run_1/met1.png
Supply wires on this layer in gray.
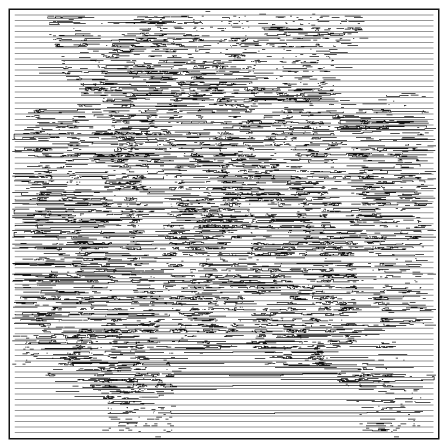
run_1/met2.png
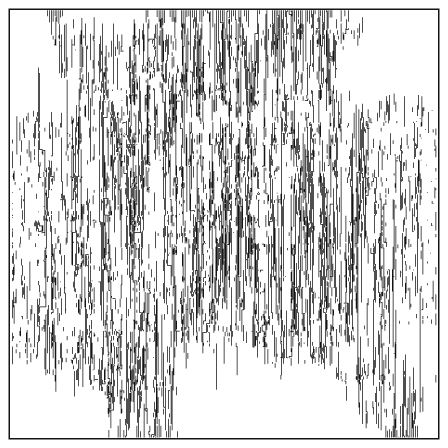
run_1/met3.png
Bar = 50 um.
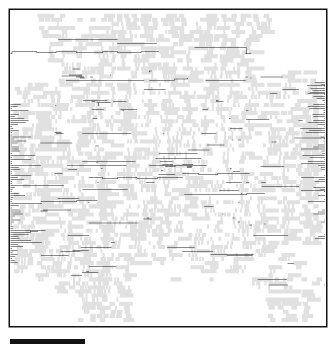
`config.mk`:
```
export PLATFORM = sky130hd
export DESIGN_NAME = solver_ctrl
export DESIGN_NICKNAME = d
export VERILOG_FILES = /design/src/rtl/solver_ctrl.sv
export SDC_FILE = /design/constraint.sdc
export NUM_CORES = 1
export LEC_CHECK = 0
export ABC_AREA = 1
export CAP_MARGIN = 20
export CORE_MARGIN = 2
export CORE_UTILIZATION = 33
export CTS_CLUSTER_SIZE = 8
export DETAILED_ROUTE_END_ITERATION = 10
export PLACE_DENSITY = 0.55
export SLEW_MARGIN = 10
export SYNTH_ARGS = -nofsm -noshare
export SYNTH_HDL_FRONTEND = slang
export SYNTH_SLANG_ARGS = --single-unit
```
`constraint.sdc`:
```
create_clock -name clk -period 2.5 [get_ports clk]
set_input_delay 0.25 -clock clk [delete_from_list [all_inputs] [get_ports clk]]
set_output_delay 0.25 -clock clk [all_outputs]
set_load 0.01 [all_outputs]
```
`src/rtl/solver_ctrl.sv`:
```
// solver_ctrl: MMIO CSR decode, solver run sequencing and read responses for the ODE solver AFU
module solver_ctrl #(
  parameter logic [63:0] AFU_ID_L = 64'h0,
  parameter logic [63:0] AFU_ID_H = 64'h0
) (
  input  logic        clk,
  input  logic        reset,
  input  logic [15:0] mmio_addr,
  input  logic [8:0]  mmio_tid,
  input  logic        mmio_wr_valid,
  input  logic [63:0] mmio_wr_data,
  input  logic        mmio_rd_valid,
  output logic [8:0]  rsp_tid,
  output logic [63:0] rsp_data,
  output logic        rsp_valid,
  output logic [63:0] cfg_buf_addr,
  output logic [31:0] cfg_count,
  output logic        solver_start,
  output logic        solver_abort,
  input  logic        solver_done
);
  typedef enum logic [1:0] {IDLE, START, RUN, DONE} state_t;
  state_t state, state_n;
  logic [63:0] buf_addr, cycles, rd_data;
  logic [31:0] count, runs;
  logic done_s, err_s, abort_s, abort_n, err_set;
  logic [14:0] qa;
  logic mapped, wr_ctrl, wr_buf, wr_cnt, st, ab, clr, busy, start_entry;
  assign qa = mmio_addr[15:1];
  assign mapped = !mmio_addr[0];
  assign wr_ctrl = mmio_wr_valid && mapped && qa == 15'h10;
  assign wr_buf = mmio_wr_valid && mapped && qa == 15'h12;
  assign wr_cnt = mmio_wr_valid && mapped && qa == 15'h13;
  assign st = wr_ctrl && mmio_wr_data[0];
  assign ab = wr_ctrl && mmio_wr_data[1];
  assign clr = wr_ctrl && mmio_wr_data[2];
  assign busy = state != IDLE;
  assign start_entry = state == IDLE && state_n == START;
  assign solver_start = state == START;
  assign cfg_buf_addr = buf_addr;
  assign cfg_count = count;
  // Abort outranks start and done; start+abort in IDLE is a silent no-op.
  always_comb begin
    state_n = state;
    abort_n = 1'b0;
    err_set = busy && (wr_buf || wr_cnt);
    case (state)
      IDLE: state_n = (st && !ab) ? START : IDLE;
      START: begin
        state_n = ab ? IDLE : RUN;
        abort_n = ab;
        err_set = err_set || (st && !ab);
      end
      RUN: begin
        state_n = ab ? IDLE : solver_done ? DONE : RUN;
        abort_n = ab;
        err_set = err_set || (st && !ab);
      end
      default: begin
        state_n = IDLE;
        err_set = err_set || st;
      end
    endcase
  end
  always_comb begin
    rd_data = 64'h0;
    if (mapped)
      case (qa)
        15'h00: rd_data = 64'h1000_0000_0000_0000;
        15'h01: rd_data = AFU_ID_L;
        15'h02: rd_data = AFU_ID_H;
        15'h11: rd_data = {59'h0, abort_s, err_s, done_s, state};
        15'h12: rd_data = buf_addr;
        15'h13: rd_data = {32'h0, count};
        15'h14: rd_data = cycles;
        15'h15: rd_data = {32'h0, runs};
        default: rd_data = 64'h0;
      endcase
  end
  always_ff @(posedge clk or negedge reset) begin
    if (!reset) begin
      state <= IDLE;
      buf_addr <= '0;
      count <= '0;
      cycles <= '0;
      runs <= '0;
      done_s <= 1'b0;
      err_s <= 1'b0;
      abort_s <= 1'b0;
      solver_abort <= 1'b0;
      rsp_valid <= 1'b0;
      rsp_tid <= '0;
      rsp_data <= '0;
    end else begin
      state <= state_n;
      solver_abort <= abort_n;
      done_s <= (done_s && !clr && !start_entry) || state == DONE;
      abort_s <= (abort_s && !clr && !start_entry) || abort_n;
      err_s <= (err_s && !clr) || err_set;
      cycles <= start_entry ? 64'h0 : (state == RUN && !(&cycles)) ? cycles + 64'h1 : cycles;
      runs <= runs + {31'h0, state == DONE};
      if (wr_buf && !busy) buf_addr <= mmio_wr_data;
      if (wr_cnt && !busy) count <= mmio_wr_data[31:0];
      rsp_valid <= mmio_rd_valid;
      if (mmio_rd_valid) begin
        rsp_tid <= mmio_tid;
        rsp_data <= rd_data;
      end
    end
  end
endmodule

```
==> impl_metrics.yaml, run 1 <==
# generated from flow reports
final_layout:
  final_cells: 2795
  drive_gt1_share_pct: 6.383
  fin_nets: 2305
  final_area_um2: 18830
  fillers: 4393
place:
  dp_cells: 2746
  place_area_um2: 17750
  numPortBuffers: 265
final_timing:
  max_clock_freq_ghz: 0.4482
  slew_headroom_pct: 63.59
  hold_viol_final: 0
  setup_viol: 0
  final.setup.tns_ns: 0
  clock_skew_ns: 0.01999
  rsz0062_at_grt: "false"
clocking:
  ctsHoldBuffers: 1
  ctsResizeCount: 0
  post_cts.repair.setup_buffers: 0
  clockBufferDepth: 3
routing:
  drt-met1-wl_um: 21650
  drc_errors: 0
  route.met3.wl_um: 2369
  drtPass1Iterations: 5
  post_drt_wl_per_cell_um: 16.86
floorplan:
  die_height_um: 211.9
  io_pins: 266
grt:
  grt_pass1_vias: 13230
  antenna_found_initial: 0
power_and_ir_drop:
  powerDensity_nw_per_um2: 589.7
  pg_comb_mw: 1.46
  ir_drop_mv: 0.3403
  sw_frac_of_total_pct: 28.06
logic_synthesis:
  ys_warn_count: 0
  async_reset_ff_share_pct: 100.0
  ys_ff: 272
  synth_cells: 1931
  edf_count: 0
  synthFlopType: "dfrtp_1"
  syn_avg_cell_area_um2: 7.389
worst_setup_path:
  cp.required_ns: 2.95
  end_kind: "register"
status:
  status: "complete, no violations"
worst_hold_path:
  hp-class: "primary input to asynchronous set/reset pin"
## Picture notes: met1.png
- share of all routed wire: 46%
- nets with wire on the layer: 2085
- longest straight run: 81.0 um
- main direction: horizontal
Via Count: 13420
GR Layer Usage met1: 28.51%
routed wire length: 47120 um

## Picture notes: met2.png
- nets with wire on the layer: 1786
- share of all routed wire: 47%

## Picture notes: met3.png
- share of all routed wire: 5.0%
- nets with wire on the layer: 209
met3 Usage GRT: 3.590%

[run 1: cells by family (layout without fill, tap and decap cells)]
kind of cell               count (synthesis)  count (layout)  synth area share (%)
and+or+nand+nor                         1229            1229                 35.56
DFF                                      272             272                 47.70
buffers and inverters                    235             513                 6.936
AOI/OAI and AO/OA                        120             120                 4.455
xor gates and xnor gates                  36              36                 2.210
muxes                                     32              32                 2.525
adders and majority gates                  7               7                0.6138
other                                      0               1                     0
[run 1: worst max-delay path, stage by stage, from the launching register on]
cell and delay, ns:
dfrtp_1 0.41, ha_1 0.23, inv_1 0.06, nor2_2 0.06, nand2_2 0.09, nor2_4 0.05, nand2_2 0.09, nor2_4 0.05
nor2_4 0.43, clkinv_2 0.40, nand3_1 0.19, nand2_1 0.06
[run 1: cell usage in the layout (no fill, tap or decap), drive strengths merged]
master,n
a211oi,1
a21boi,1
a21oi,13
a22o,6
a22oi,1
and2,2
and3,3
buf,40
clkbuf,42
clkdlybuf4s50,263
clkinv,5
dfrtp,272
diode,1
dlygate4sd3,1
ha,7
inv,162
mux2,32
nand2,711
nand3,161
nand3b,1
nand4,52
nor2,275
nor2b,1
nor3,20
nor4,3
o211ai,1
o21ai,96
o21bai,1
xnor2,16
xor2,20
[run 1: final cells by class]
type,count,area (um^2),share of cell area [%]
flip-flops and latches,272,6807,36.14
multi-input cells,1424,6484,34.43
repair buffers,304,3136,16.65
clock buffers,42,1008,5.355
well taps,585,732.0,3.887
inverters,162,609.3,3.235
clock inverters,5,55.05,0.2923
diodes,1,2.502,0.01329
[run 1: sequential cells by signal, summed over array words and instances, names as in the netlist, 2 cells and up]
register,count
cfg_buf_addr,64
cfg_count,32
cycles,64
rsp_data,64
rsp_tid,9
runs,32
state,2
run_1/met4.png
Supply wires on this layer in gray.
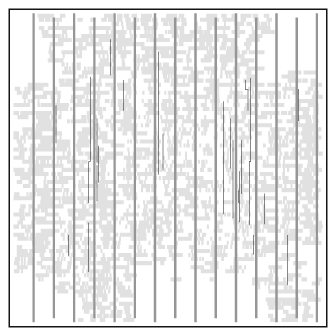

## Run 2: what changed since run 1
- CORE_ASPECT_RATIO: default -> 0.5
- DONT_BUFFER_PORTS: default -> 1
- PLACE_DENSITY: 0.55 -> 0.47
run_2/met4.png
Supply wires on this layer in gray.
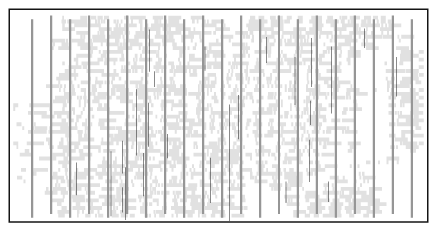
- wire length on this layer: 730 um
- nets with wire on the layer: 15
- longest straight run: 83.0 um
- share of all routed wire: 1.5%
- main direction: vertical

==> run 2 against run 1 <==
  * Wire length grew 3.5%
  * First-iteration DRC count increased by 16%
  * Area after synthesis did not move
  * Core utilization is 4.3 points lower
  * Clock skew about the same
  * Flip-flop count unchanged
  * Sequential power barely moved
  * Register-to-register slack barely moved
  * Critical endpoint is now runs[22]$_DFF_PN0_
  * Clock power up 2%
  * The flow now finishes with violations (hold timing)
  * Final cell count down 7.4%
  * Die size increased by 0.22%
  * Synthesized cell count did not move
==> impl_metrics.yaml, run 2 <==
# generated from flow reports
status:
  violations: "hold timing"
  status: "finished with violations"
logic_synthesis:
  ys_sh_xor_pct: 2.210
  edf_count: 0
  synth_cells: 1931
  ys_warn_count: 0
  ys_ff: 272
  syn_avg_cell_area_um2: 7.389
  synthFlopType: "dfrtp_1"
  ys_sh_mux_pct: 2.525
  logic_family: "simple AND/OR/NAND/NOR gates"
  ys_sh_aoi_pct: 4.455
  ys_sh_simple_pct: 35.56
final_timing:
  final.setup.tns_ns: 0
  hold_slack_ns: -0.5865
  rsz0062_at_grt: "false"
  slew_headroom_pct: 36.21
  hold_viol_final: 272
  clock_skew_ns: 0.01959
  max_clock_freq_ghz: 0.4511
worst_setup_path:
  end_kind: "register"
  critPathMostFrequentCell: "nand2_1"
  crit_path_top_delay_cell: "dfrtp_1"
  max_stage_delay_ns: 0.40
  cp.required_ns: 2.94
floorplan:
  die_height_um: 151.0
  io_pins: 266
grt:
  antenna_found_initial: 1
  met1_usage_pct: 31.68
clocking:
  ctsResizeCount: 0
  post_cts.repair.setup_buffers: 0
  ctsHoldBuffers: 76
power_and_ir_drop:
  sw_frac_of_total_pct: 28.11
  powerDensity_nw_per_um2: 656.4
  ir_drop_mv: 0.5023
worst_hold_path:
  hp-class: "primary input to asynchronous set/reset pin"
routing:
  finalWirelength_um: 48780
  drc_errors: 0
final_layout:
  lay_top_count: "nand2_1"
  fin_nets: 2109
run 2: through the flow:
stage	total power [mW]	cells	utilization [%]	instance area [um^2]	hold WS [ns]
2_1_floorplan	5.705	1931	-	14270	-0.04559
3_3_place_gp	6.017	2467	35.20	14890	-0.03477
3_5_place_dp	6.027	2467	35.20	14890	-0.03459
4_1_cts	11.14	2589	39.60	16750	-0.6143
5_1_grt	11.51	2589	39.61	16760	-0.6056
6_report	11.00	2589	39.61	16760	-0.5865
run 2: how the worst max path moves through the flow:
stage	start	endpoint	slack [ns]	cells past startpoint
floorplan	state[0]$_DFF_PN0_	runs[22]$_DFF_PN0_	0.54	12
global route	state[1]$_DFF_PN0_	runs[22]$_DFF_PN0_	0.02	12
finish	state[0]$_DFF_PN0_	runs[22]$_DFF_PN0_	0.28	12
CTS	state[0]$_DFF_PN0_	runs[22]$_DFF_PN0_	0.22	12
detailed placement	state[0]$_DFF_PN0_	runs[22]$_DFF_PN0_	0.23	12
global placement	state[0]$_DFF_PN0_	runs[30]$_DFF_PN0_	0.30	9
run 2: cell type report:
| type | count | area (um^2) |
|---|---|---|
| clock buffers | 43 | 1033 |
| clock inverters | 3 | 55.05 |
| fillers | 4485 | 25550 |
| inverters | 162 | 609.3 |
| multi-input cells | 1424 | 6484 |
| flip-flops and latches | 272 | 6807 |
| well taps | 577 | 721.9 |
| repair buffers | 108 | 1049 |
run 2: routing by layer:
metal / vias to the layer above / wire length [um]
met5: - / 0
met4: 0 / 729
met3: 55 / 2363
met2: 277 / 21340
met1: 6071 / 24350
li1: 6248 / -
run 2: logic make-up (layout without fill, tap and decap cells):
group,after synthesis,in the layout
and+or+nand+nor,1229,1229
DFF,272,272
buffers and inverters,235,316
AOI/OAI and AO/OA,120,120
xor gates and xnor gates,36,36
muxes,32,32
adders and majority gates,7,7
## Run 3: what changed since run 2
- MAX_ROUTING_LAYER: default -> met4
==> run 3 against run 2 <==
  * The flow still finishes with violations (hold timing)
  * Wire length shrank 0.24%
  * Core utilization is essentially flat
  * Combinational power barely moved
  * Flip-flop count did not move
  * Register-to-register slack worse by 0.02 ns
  * Cell area is essentially flat
  * Sequential share of layout area is essentially flat
  * Die size unchanged
  * Via count about the same
  * Critical endpoint is now cycles[63]$_DFFE_PN0P_
==> impl_metrics.yaml, run 3 <==
# generated from flow reports
status:
  status: "finished with violations"
  violations: "hold timing"
place:
  place_area_um2: 14920
  dp_cells: 2467
logic_synthesis:
  edf_count: 0
  ys_ff: 272
  ys_sh_simple_pct: 35.56
  synth_cells: 1931
  logic_family: "simple AND/OR/NAND/NOR gates"
  ys_warn_count: 0
  ys_sh_aoi_pct: 4.455
  syn_avg_cell_area_um2: 7.389
  synthFlopType: "dfrtp_1"
  ys_sh_mux_pct: 2.525
final_layout:
  final_cells: 2590
  final_area_um2: 16770
  lay_top_count: "nand2_1"
  fin_nets: 2109
  post-route-util_pct: 39.63
power_and_ir_drop:
  ir_drop_mv: 0.3986
  finalPower_mw: 10.97
  powerDensity_nw_per_um2: 654.1
floorplan:
  chip_area_um2: 45020
  die_height_um: 151.0
  io_pins: 266
worst_setup_path:
  max_stage_delay_ns: 0.40
  cp.required_ns: 2.96
  critPathMostFrequentCell: "nor2_4"
  end_kind: "register"
  crit_path_top_delay_cell: "dfrtp_1"
final_timing:
  max_clock_freq_ghz: 0.4480
  rsz0062_at_grt: "false"
  clock_skew_ns: 0.02475
  final.setup.tns_ns: 0
  slew_headroom_pct: 37.76
  hold_slack_ns: -0.5690
  hold_viol_final: 272
routing:
  drc_errors: 0
  finalWirelength_um: 48670
worst_hold_path:
  hp-class: "primary input to asynchronous set/reset pin"
grt:
  antenna_found_initial: 0
clocking:
  ctsHoldBuffers: 76
run 3: kinds of logic after synthesis:
family,after synthesis
AND/OR/NAND/NOR,1229
multiplexers,32
buffers and inverters,235
XOR/XNOR,36
AND-OR/OR-AND,120
flip-flops,272
adder cells (fa/ha/maj),7
run 3: repair_timing:
item / CTS / global route
endpoints found under the hold margin: 408 / 272
endpoints found under the setup margin: 0 / 1
gates resized: 0 / 1
run 3: area by class of cell:
class / instances / area (um^2)
fill: 4485 / 25540
sequential: 272 / 6807
multi-input combinational: 1424 / 6484
timing repair buffer: 108 / 1074
clock buffer: 44 / 1016
tap: 577 / 721.9
inverter: 162 / 609.3
clock inverter: 3 / 55.05
run 3: power breakdown:
part	leakage (nW)	total [mW]	internal, mW	switching [mW]
sequential	3.76	4.82	4.61	0.218
combinational	3.75	1.23	0.396	0.835
clock	0.523	4.91	2.94	1.97
run 3: final timing paths:
kind / depth (start not counted) / end / slack [ns] / from
setup / recovery: 12 / cycles[63]$_DFFE_PN0P_ / 0.27 / cycles[0]$_DFFE_PN0P_
hold / removal: 0 / cfg_buf_addr[8]$_DFFE_PN0P_ / -0.57 / reset
setup reg to reg: 12 / cycles[63]$_DFFE_PN0P_ / 0.27 / cycles[0]$_DFFE_PN0P_
hold reg to reg: 1 / runs[31]$_DFF_PN0_ / 0.48 / runs[31]$_DFF_PN0_
max in group asynchronous: 0 / rsp_data[60]$_DFFE_PN0P_ / 2.33 / reset
min in group clk: 4 / solver_abort$_DFF_PN0_ / 0.10 / mmio_addr[0]
run 3: metal layers:
layer  global-route usage [%]  routed length [um]
met4                    4.347                 722
met3                    3.571                2315
met1                    31.84               24150
met2                    33.30               21480
met5                        -                   0
run_3/final_clocks.png
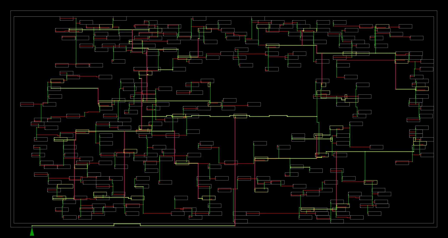
P_clk: 4.91 mW
num sequential: 272

Power is estimated from default activity; no workload was simulated.
